==> run_1/pins.png <==
Scale bar: 10 um. Pins as bars across the die edge, other pins in gray.
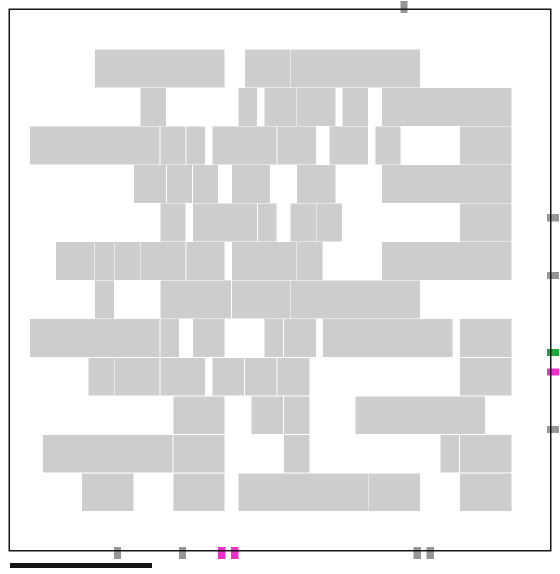
==> run_1/final_placement.png <==
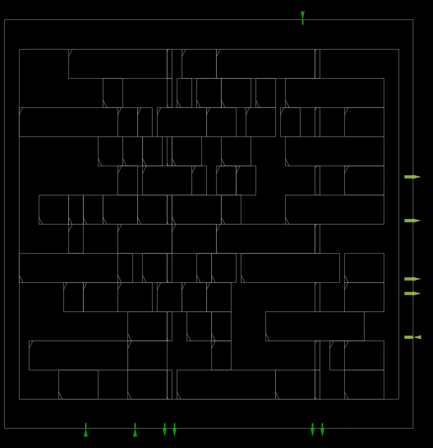
==> run_1/density.png <==
8 x 8 tiles, from white (low) to dark blue (high), 0 to 100% covered.
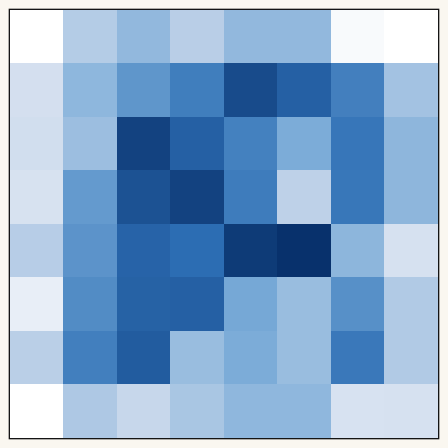
### config.mk
export PLATFORM = sky130hd
export DESIGN_NAME = sequenciador_entrada_flat
export DESIGN_NICKNAME = d
export VERILOG_FILES = /design/src/rtl/sequenciador_entrada_pkg.sv /design/src/rtl/sequenciador_entrada_if.sv /design/src/rtl/sequenciador_entrada_contador_latencia.sv /design/src/rtl/sequenciador_entrada.sv /design/src/flat_wrapper.sv
export SDC_FILE = /design/constraint.sdc
export NUM_CORES = 1
export LEC_CHECK = 0
export CORE_MARGIN = 1
export CORE_UTILIZATION = 44
export CTS_BUF_LIST = sky130_fd_sc_hd__clkbuf_4 sky130_fd_sc_hd__clkbuf_8
export DETAILED_ROUTE_END_ITERATION = 10
export HOLD_SLACK_MARGIN = 0.05
export PLACE_DENSITY = 0.7
export SYNTH_ARGS = -nofsm -noshare
export SYNTH_HDL_FRONTEND = slang
export SYNTH_SLANG_ARGS = --single-unit
### constraint.sdc
create_clock -name clk -period 1.9 [get_ports clk]
set_input_delay 0.38 -clock clk [delete_from_list [all_inputs] [get_ports clk]]
set_output_delay 0.38 -clock clk [all_outputs]
set_load 0.01 [all_outputs]
### src/rtl/sequenciador_entrada_pkg.sv
// Shared definitions for the ALU-board entry sequencer and its display decoder.
// Holds the state/etapa encoding and the widths of the stage code and latency counter.
package sequenciador_entrada_pkg;

   localparam int unsigned ETAPA_W = 3;
   localparam int unsigned CONT_W  = 4;

   // Stage codes double as the etapa value shown on the LEDs / 7-segment display.
   typedef enum logic [ETAPA_W-1:0] {
      ESPERA_A  = 3'd0,
      ESPERA_B  = 3'd1,
      ESPERA_OP = 3'd2,
      EXECUTA   = 3'd3,
      MOSTRA    = 3'd4
   } estado_t;

endpackage

### src/rtl/sequenciador_entrada_if.sv
// Handshake bundle between the button debouncers, the sequencer and the board registers.
// Signals: pulso_confirma / pulso_cancela (debounced one-cycle pulses),
//          hab_a / hab_b / hab_op / hab_res (register load enables),
//          resultado_valido (result on display), etapa (current stage code).
// master: debouncer/board side; slave: the sequencer.
interface sequenciador_entrada_if;
   import sequenciador_entrada_pkg::*;

   logic               pulso_confirma;
   logic               pulso_cancela;
   logic               hab_a;
   logic               hab_b;
   logic               hab_op;
   logic               hab_res;
   logic               resultado_valido;
   logic [ETAPA_W-1:0] etapa;

   modport master (
      output pulso_confirma, pulso_cancela,
      input  hab_a, hab_b, hab_op, hab_res, resultado_valido, etapa
   );

   modport slave (
      input  pulso_confirma, pulso_cancela,
      output hab_a, hab_b, hab_op, hab_res, resultado_valido, etapa
   );

endinterface

### src/rtl/sequenciador_entrada_contador_latencia.sv
// ALU settling-latency down-counter.
// Ports: clk, rst (async, active-high), carrega (load LATENCIA),
//        decrementa (count down one step), zero (count is 0).
// Saturates at 0; never wraps.
module contador_latencia
   import sequenciador_entrada_pkg::*;
#(
   parameter int unsigned LATENCIA = 2
) (
   input  logic clk,
   input  logic rst,
   input  logic carrega,
   input  logic decrementa,
   output logic zero
);

   logic [CONT_W-1:0] contagem;

   // Load has priority over decrement.
   always_ff @(posedge clk or posedge rst) begin
      if (rst) begin
         contagem <= '0;
      end else if (carrega) begin
         contagem <= CONT_W'(LATENCIA);
      end else if (decrementa && (contagem != '0)) begin
         contagem <= contagem - CONT_W'(1);
      end
   end

   assign zero = (contagem == '0);

endmodule

### src/rtl/sequenciador_entrada.sv
// Entry sequencer for the 8-bit ALU board: walks operand A, operand B and opcode
// entry on confirm pulses, waits LATENCIA cycles, captures the result and shows it.
// Ports: clk, rst (async, active-high), ctrl (sequenciador_entrada_if.slave).
// All outputs come straight from flops.
module sequenciador_entrada
   import sequenciador_entrada_pkg::*;
#(
   parameter int unsigned LATENCIA = 2
) (
   input  logic                  clk,
   input  logic                  rst,
   sequenciador_entrada_if.slave ctrl
);

   estado_t estado;
   logic    hab_a;
   logic    hab_b;
   logic    hab_op;
   logic    hab_res;
   logic    valido;
   logic    carrega_c;
   logic    decrementa_c;
   logic    zero;

   // Counter is armed on the accepted opcode confirm and runs only while executing.
   assign carrega_c    = (estado == ESPERA_OP) && ctrl.pulso_confirma && !ctrl.pulso_cancela;
   assign decrementa_c = (estado == EXECUTA);

   contador_latencia #(
      .LATENCIA   (LATENCIA)
   ) u_contador (
      .clk        (clk),
      .rst        (rst),
      .carrega    (carrega_c),
      .decrementa (decrementa_c),
      .zero       (zero)
   );

   // Sequencer state and registered enables; cancel overrides everything.
   always_ff @(posedge clk or posedge rst) begin
      if (rst) begin
         estado  <= ESPERA_A;
         hab_a   <= 1'b0;
         hab_b   <= 1'b0;
         hab_op  <= 1'b0;
         hab_res <= 1'b0;
         valido  <= 1'b0;
      end else begin
         hab_a   <= 1'b0;
         hab_b   <= 1'b0;
         hab_op  <= 1'b0;
         hab_res <= 1'b0;
         valido  <= 1'b0;
         if (ctrl.pulso_cancela) begin
            estado <= ESPERA_A;
         end else begin
            case (estado)
               ESPERA_A: begin
                  if (ctrl.pulso_confirma) begin
                     hab_a  <= 1'b1;
                     estado <= ESPERA_B;
                  end
               end
               ESPERA_B: begin
                  if (ctrl.pulso_confirma) begin
                     hab_b  <= 1'b1;
                     estado <= ESPERA_OP;
                  end
               end
               ESPERA_OP: begin
                  if (ctrl.pulso_confirma) begin
                     hab_op <= 1'b1;
                     estado <= EXECUTA;
                  end
               end
               EXECUTA: begin
                  if (zero) begin
                     hab_res <= 1'b1;
                     estado  <= MOSTRA;
                  end
               end
               MOSTRA: begin
                  // A confirm here is already the next operand A.
                  if (ctrl.pulso_confirma) begin
                     hab_a  <= 1'b1;
                     estado <= ESPERA_B;
                  end else begin
                     valido <= 1'b1;
                  end
               end
               default: estado <= ESPERA_A;
            endcase
         end
      end
   end

   assign ctrl.hab_a            = hab_a;
   assign ctrl.hab_b            = hab_b;
   assign ctrl.hab_op           = hab_op;
   assign ctrl.hab_res          = hab_res;
   assign ctrl.resultado_valido = valido;
   assign ctrl.etapa            = estado;

endmodule

### src/flat_wrapper.sv
// flat-port wrapper written by rule: the top's interface ports become plain ports
module sequenciador_entrada_flat import sequenciador_entrada_pkg::*;
#(
   parameter int unsigned LATENCIA = 2
)
  (clk, rst, ctrl_pulso_confirma, ctrl_pulso_cancela, ctrl_hab_a, ctrl_hab_b, ctrl_hab_op, ctrl_hab_res, ctrl_resultado_valido, ctrl_etapa);
  sequenciador_entrada_if ctrl_i ();
  input  logic clk;
  input  logic rst;
  input wire logic [$bits(ctrl_i.pulso_confirma)-1:0] ctrl_pulso_confirma;
  input wire logic [$bits(ctrl_i.pulso_cancela)-1:0] ctrl_pulso_cancela;
  output wire logic [$bits(ctrl_i.hab_a)-1:0] ctrl_hab_a;
  output wire logic [$bits(ctrl_i.hab_b)-1:0] ctrl_hab_b;
  output wire logic [$bits(ctrl_i.hab_op)-1:0] ctrl_hab_op;
  output wire logic [$bits(ctrl_i.hab_res)-1:0] ctrl_hab_res;
  output wire logic [$bits(ctrl_i.resultado_valido)-1:0] ctrl_resultado_valido;
  output wire logic [$bits(ctrl_i.etapa)-1:0] ctrl_etapa;
  assign ctrl_i.pulso_confirma = ctrl_pulso_confirma;
  assign ctrl_i.pulso_cancela = ctrl_pulso_cancela;
  assign ctrl_hab_a = ctrl_i.hab_a;
  assign ctrl_hab_b = ctrl_i.hab_b;
  assign ctrl_hab_op = ctrl_i.hab_op;
  assign ctrl_hab_res = ctrl_i.hab_res;
  assign ctrl_resultado_valido = ctrl_i.resultado_valido;
  assign ctrl_etapa = ctrl_i.etapa;
  sequenciador_entrada #(.LATENCIA(LATENCIA)) u_core (.clk(clk), .rst(rst), .ctrl(ctrl_i));
endmodule
==> reports/metrics.cfg, run 1 <==
[run_status]
status=finished clean

[worst_setup_path]
worstSetupEndpoint=ctrl_etapa[0]
critPathSlowestCell=clkdlybuf4s50_1
startpoint=u_core.ctrl.etapa[0]
endpoint_kind=primary output
critical_path_depth=1
critical_path_arrival_ns=1.40

[cts]
ctsResizeCount=0
cts.sinks=12
htree_levels=1
cts_setup_buffers=0

[finish]
nNonClkBuffers=11
layout_top_cells=dfrtp_1, clkdlybuf4s50_1, inv_1
buffer_area_frac=0.1512
clkbuf_count=4
inverters=6
clk_share=0.04983
regMostFlops=u_core.u_contador.contagem
comb_cells=36
lay_top_count=dfrtp_1
num_antenna_cells=0
design.seq.count=12

[global_route]
grt_antenna_before_repair=0
grt_pass1_vias=370
grt_max_degree=13

[sta]
finalMaxSlewViolations=0
fmax_mhz=562.5
holdWs_ns=0.4106
worstMarginPinSlew_ns=0.4685

[synth]
synth-main-ff-cell=dfrtp_1
ys_sh_mux=0
ys_sh_aoi=0.1220
yosys.cell_count.top_type=dfrtp_1
yosys.area.top_type=dfrtp_1
top_area_frac=0.5229
ys_sh_xor=0

[floorplan]
taps=14
pin_count=12

[pwr]
power.leakage_uw=0.0003243
powerClk_uw=202

[detailed_routing]
highest_layer=met4

[place]
dp.cells=79

Notes on pins.png above:
| color | port | pins | direction | edge |
|---|---|---|---|---|
| magenta | ctrl_etapa | 3 | output | 2 south, 1 east |
| green | ctrl_resultado_valido | 1 | output | east |
die height: 38.13 um
I/O Buffers: 11
chip width: 38.13 um

Notes on final_placement.png above:
row cnt: 12
final non-filler cell total: 83
Seq/total area: 0.4124

Notes on density.png above:
tiles over 75% full: 20%
nearly empty tiles: 4.7%
fullest tile: 100%
emptiest ninth of the die: north-west
area of the core: 1156 um2
floorplan utilization: 0.4968
final core occ: 0.6299

==> run_1/zoom.png <==
Window x 18 to 38, y 18 to 38 um. Cells in gray, sequential cells in the stronger gray; small squares are vias.
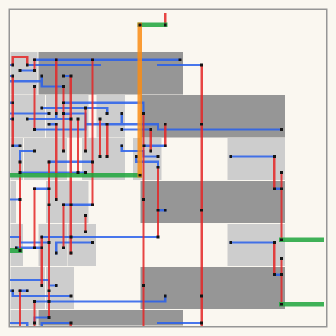

==> inputs of run 2 (changes only) <==
--- a/config.mk
+++ b/config.mk
@@ -5,12 +5,12 @@
 export SDC_FILE = /design/constraint.sdc
 export NUM_CORES = 1
 export LEC_CHECK = 0
-export CORE_MARGIN = 1
-export CORE_UTILIZATION = 44
+export CORE_AREA = 2 2 39 41
 export CTS_BUF_LIST = sky130_fd_sc_hd__clkbuf_4 sky130_fd_sc_hd__clkbuf_8
 export DETAILED_ROUTE_END_ITERATION = 10
+export DIE_AREA = 0 0 41 43
+export DONT_BUFFER_PORTS = 1
 export HOLD_SLACK_MARGIN = 0.05
-export PLACE_DENSITY = 0.7
 export SYNTH_ARGS = -nofsm -noshare
 export SYNTH_HDL_FRONTEND = slang
 export SYNTH_SLANG_ARGS = --single-unit
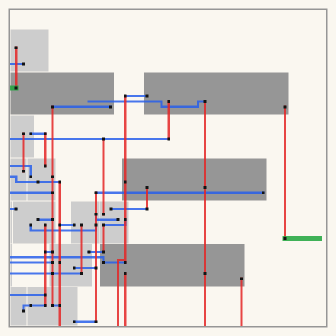
(run_2/zoom.png)
Window x 21 to 41, y 22 to 42 um. Cells in gray, sequential cells in the stronger gray; small squares are vias.
| color | layer |
|---|---|
| blue | met1 |
| green | met3 |
| red | met2 |
cells with their middle in the window: 12
netlist names of flops here include: u_core.u_contador.contagem (2)
sequential cells in the window: 4
most frequent: dfrtp_1 (4), o21ai_0 (2), a21oi_1 (2)

==> reports/metrics.cfg, run 2 <==
[global_route]
grt_max_degree=13  ; unchanged
grt_pass1_vias=381  ; was 370
grt_util_met3=0.05236  ; was 0.05233
grt_antenna_before_repair=0  ; unchanged

[sta]
fmax_mhz=624.3  ; was 562.5 MHz
holdWs_ns=0.1621  ; was 0.4106 ns
final.setup.tns_ns=0  ; unchanged
worstMarginPinSlew_ns=0.4929  ; was 0.4685 ns

[pwr]
powerClk_uw=206  ; was 202 uW
power.leakage_uw=0.0002945  ; was 0.0003243 uW

[finish]
inverters=6  ; unchanged
instances_no_fill=76  ; was 83
regMostFlops=u_core.u_contador.contagem  ; unchanged
n_fill_cell=131  ; was 103
comb_cells=36  ; unchanged
layout_top_cells=dfrtp_1, inv_1, a21oi_1  ; was dfrtp_1, clkdlybuf4s50_1, inv_1
nNonClkBuffers=2  ; was 11
num_antenna_cells=0  ; unchanged
clkbuf_count=4  ; unchanged
final_core_util=0.4611  ; was 0.6299
clk_share=0.05686  ; was 0.04983
design.seq.count=12  ; unchanged
sh_seq_area=0.4706  ; was 0.4124
buffer_area_frac=0.02745  ; was 0.1512

[floorplan]
pin_count=12  ; unchanged
coreArea_um2=1384  ; was 1156 um2
dieHeight_um=43  ; was 38.13 um
rows=14  ; was 12
taps=16  ; was 14
dieWidth_um=41  ; was 38.13 um

[synth]
top_area_frac=0.5229  ; unchanged
yosys.cell_count.top_type=dfrtp_1  ; unchanged
ys_sh_mux=0  ; unchanged
ys_sh_aoi=0.1220  ; unchanged
yosys.area.top_type=dfrtp_1  ; unchanged
ys_sh_xor=0  ; unchanged
synth-main-ff-cell=dfrtp_1  ; unchanged

[worst_setup_path]
critPathSlowestCell=nor3b_1  ; was clkdlybuf4s50_1
critical_path_arrival_ns=1.76  ; was 1.40 ns
critical_path_depth=5  ; was 1
worstSetupEndpoint=u_core.u_contador.contagem[1]  ; was ctrl_etapa[0]

[detailed_routing]
highest_layer=met4  ; unchanged

[cts]
htree_levels=1  ; unchanged
clockBufferDepth=2  ; unchanged
ctsResizeCount=0  ; unchanged

[place]
io_buffers=0  ; was 11
dp.cells=71  ; was 79

[run_status]
status=finished clean  ; unchanged

==> run_2/density.png <==
8 x 9 tiles, from white (low) to dark blue (high), 0 to 100% covered.
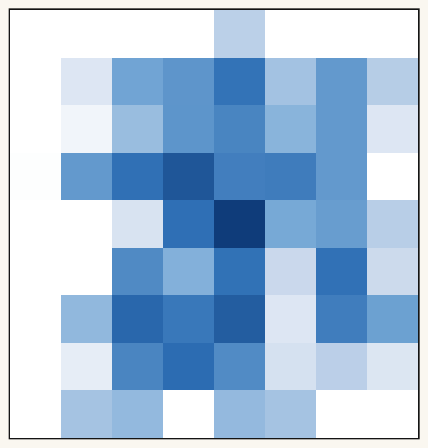

==> inputs of run 3 (changes only) <==
==> constraint.sdc (replaced) <==
create_clock -name clk -period 1.5 [get_ports clk]
set_input_delay 0.3 -clock clk [delete_from_list [all_inputs] [get_ports clk]]
set_output_delay 0.3 -clock clk [all_outputs]
set_load 0.01 [all_outputs]
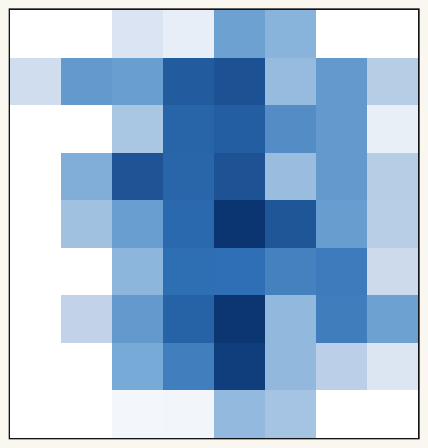
(run_3/density.png)
8 x 9 tiles, from white (low) to dark blue (high), 0 to 100% covered.
densest ninth of the die: center
fullest tile: 98%
nearly empty tiles: 24%
emptiest ninth of the die: south-west
tiles over 75% full: 18%
mean over tiles: 40%
area of the core: 1384 um2
floorplan utilization: 0.4150
final core occ: 0.5289

==> reports/metrics.cfg, run 3 <==
[run_status]
status=finished clean  ; unchanged

[place]
gp_congestion=0.7778  ; was 0.7341
dp.cells=78  ; was 71
io_buffers=0  ; unchanged

[finish]
instances_no_fill=85  ; was 76
design.seq.count=12  ; unchanged
largestClassByArea=registers  ; unchanged
sh_seq_area=0.4120  ; was 0.4706
clkbuf_count=3  ; was 4
regMostFlops=u_core.u_contador.contagem  ; unchanged
clk_share=0.03077  ; was 0.05686
layout_top_cells=buf_4, dfrtp_1, a21oi_1  ; was dfrtp_1, inv_1, a21oi_1
comb_area_frac=0.3727  ; was 0.3784
num_antenna_cells=0  ; unchanged
nNetsFinal=77  ; was 67
inverters=6  ; unchanged
nNonClkBuffers=12  ; was 2
buffer_area_frac=0.1265  ; was 0.02745
comb_cells=36  ; unchanged
n_fill_cell=120  ; was 131

[synth]
ys_sh_aoi=0.1220  ; unchanged
yosys.area.top_type=dfrtp_1  ; unchanged
synth-main-ff-cell=dfrtp_1  ; unchanged
edf_count=0  ; unchanged
yosys.cell_count.top_type=dfrtp_1  ; unchanged
ys_sh_xor=0  ; unchanged
postSynthSeqShare=0.5229  ; unchanged
top_area_frac=0.5229  ; unchanged
avgSynthCellArea_um2=10.26  ; unchanged
ys_sh_mux=0  ; unchanged

[global_route]
grt_util_met3=0.04712  ; was 0.05236
grt_antenna_before_repair=0  ; unchanged
grt_pass1_vias=431  ; was 381
grt_max_degree=13  ; unchanged

[worst_hold_path]
hold_path_end=u_core.ctrl.etapa[0]  ; unchanged
min_path_type=in -> reg  ; unchanged

[sta]
fmax_mhz=680.5  ; was 624.3 MHz
finalMaxSlewViolations=0  ; unchanged
holdWs_ns=0.07867  ; was 0.1621 ns
finalHoldViolCount=0  ; unchanged
setup_ws_ns=0.03049  ; was 0.2983 ns
final.setup.tns_ns=0  ; unchanged
worstMarginPinSlew_ns=0.4610  ; was 0.4929 ns

[floorplan]
dieHeight_um=43  ; unchanged
taps=16  ; unchanged
pin_count=12  ; unchanged
dieWidth_um=41  ; unchanged
rows=14  ; unchanged

[worst_setup_path]
endpoint_kind=flop  ; unchanged
startpoint=u_core.u_contador.contagem[0]  ; unchanged
r2r_end=u_core.u_contador.contagem[2]  ; was u_core.u_contador.contagem[1]
path_delay_family=simple AND/OR/NAND/NOR gates  ; unchanged
critPathSlowestCell=or4_1  ; was nor3b_1
critical_path_arrival_ns=1.67  ; was 1.76 ns
reg2reg_depth=5  ; unchanged
reg2reg_slack_ns=0.03  ; was 0.30 ns
crit_chain=inv_2 -> ha_4 -> nor3b_4 -> or4_1 -> a21oi_1  ; was inv_1 -> ha_1 -> nor3b_1 -> nor3_1 -> or3_1
critical_path_depth=5  ; unchanged
worstSetupEndpoint=u_core.u_contador.contagem[2]  ; was u_core.u_contador.contagem[1]

[detailed_routing]
wl_met3_um=46  ; was 45 um
drtIter0Drc=4  ; was 8
drt-total-wl_mm=1.136  ; was 981 um
vias=448  ; was 410
highest_layer=met4  ; unchanged

[pwr]
powerClk_uw=200  ; was 206 uW
powerComb_uw=408  ; was 169 uW
power.leakage_uw=0.0003419  ; was 0.0002945 uW
power_leader=registers  ; unchanged
p_sw_uw=347.9  ; was 226.0 uW

[cts]
cts_hold_buf=1  ; unchanged
htree_levels=1  ; unchanged
clockBufferDepth=2  ; unchanged
cts_setup_buffers=1  ; was 0
ctsResizeCount=3  ; was 0
cts_tree=yes  ; unchanged
cts.sinks=12  ; unchanged


==> notes/layouts.md <==
Pictures saved along the way, in no particular order.

Sizing map.
panel A
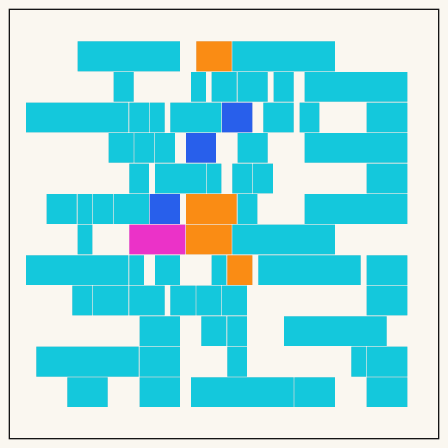
panel B
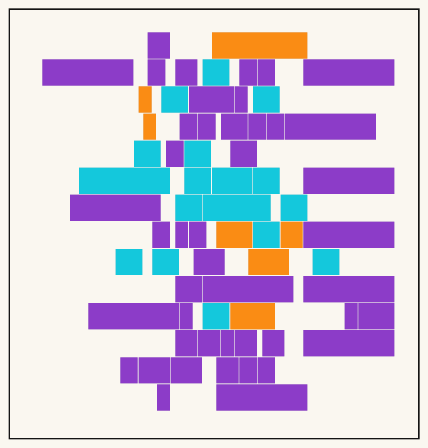
panel C
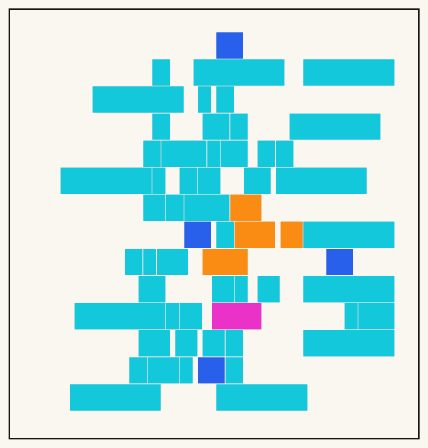
- run 3 = panel B
- run 2 = panel C
- run 1 = panel A

Key to panel A:
| color | size | cells |
|---|---|---|
| orange | drive 2 | 4 |
| cyan | drive 1 or less | 61 |
| blue | drive 3 to 4 | 3 |
| magenta | drive 6 and up | 1 |

Power and IR drop assume default switching activity.
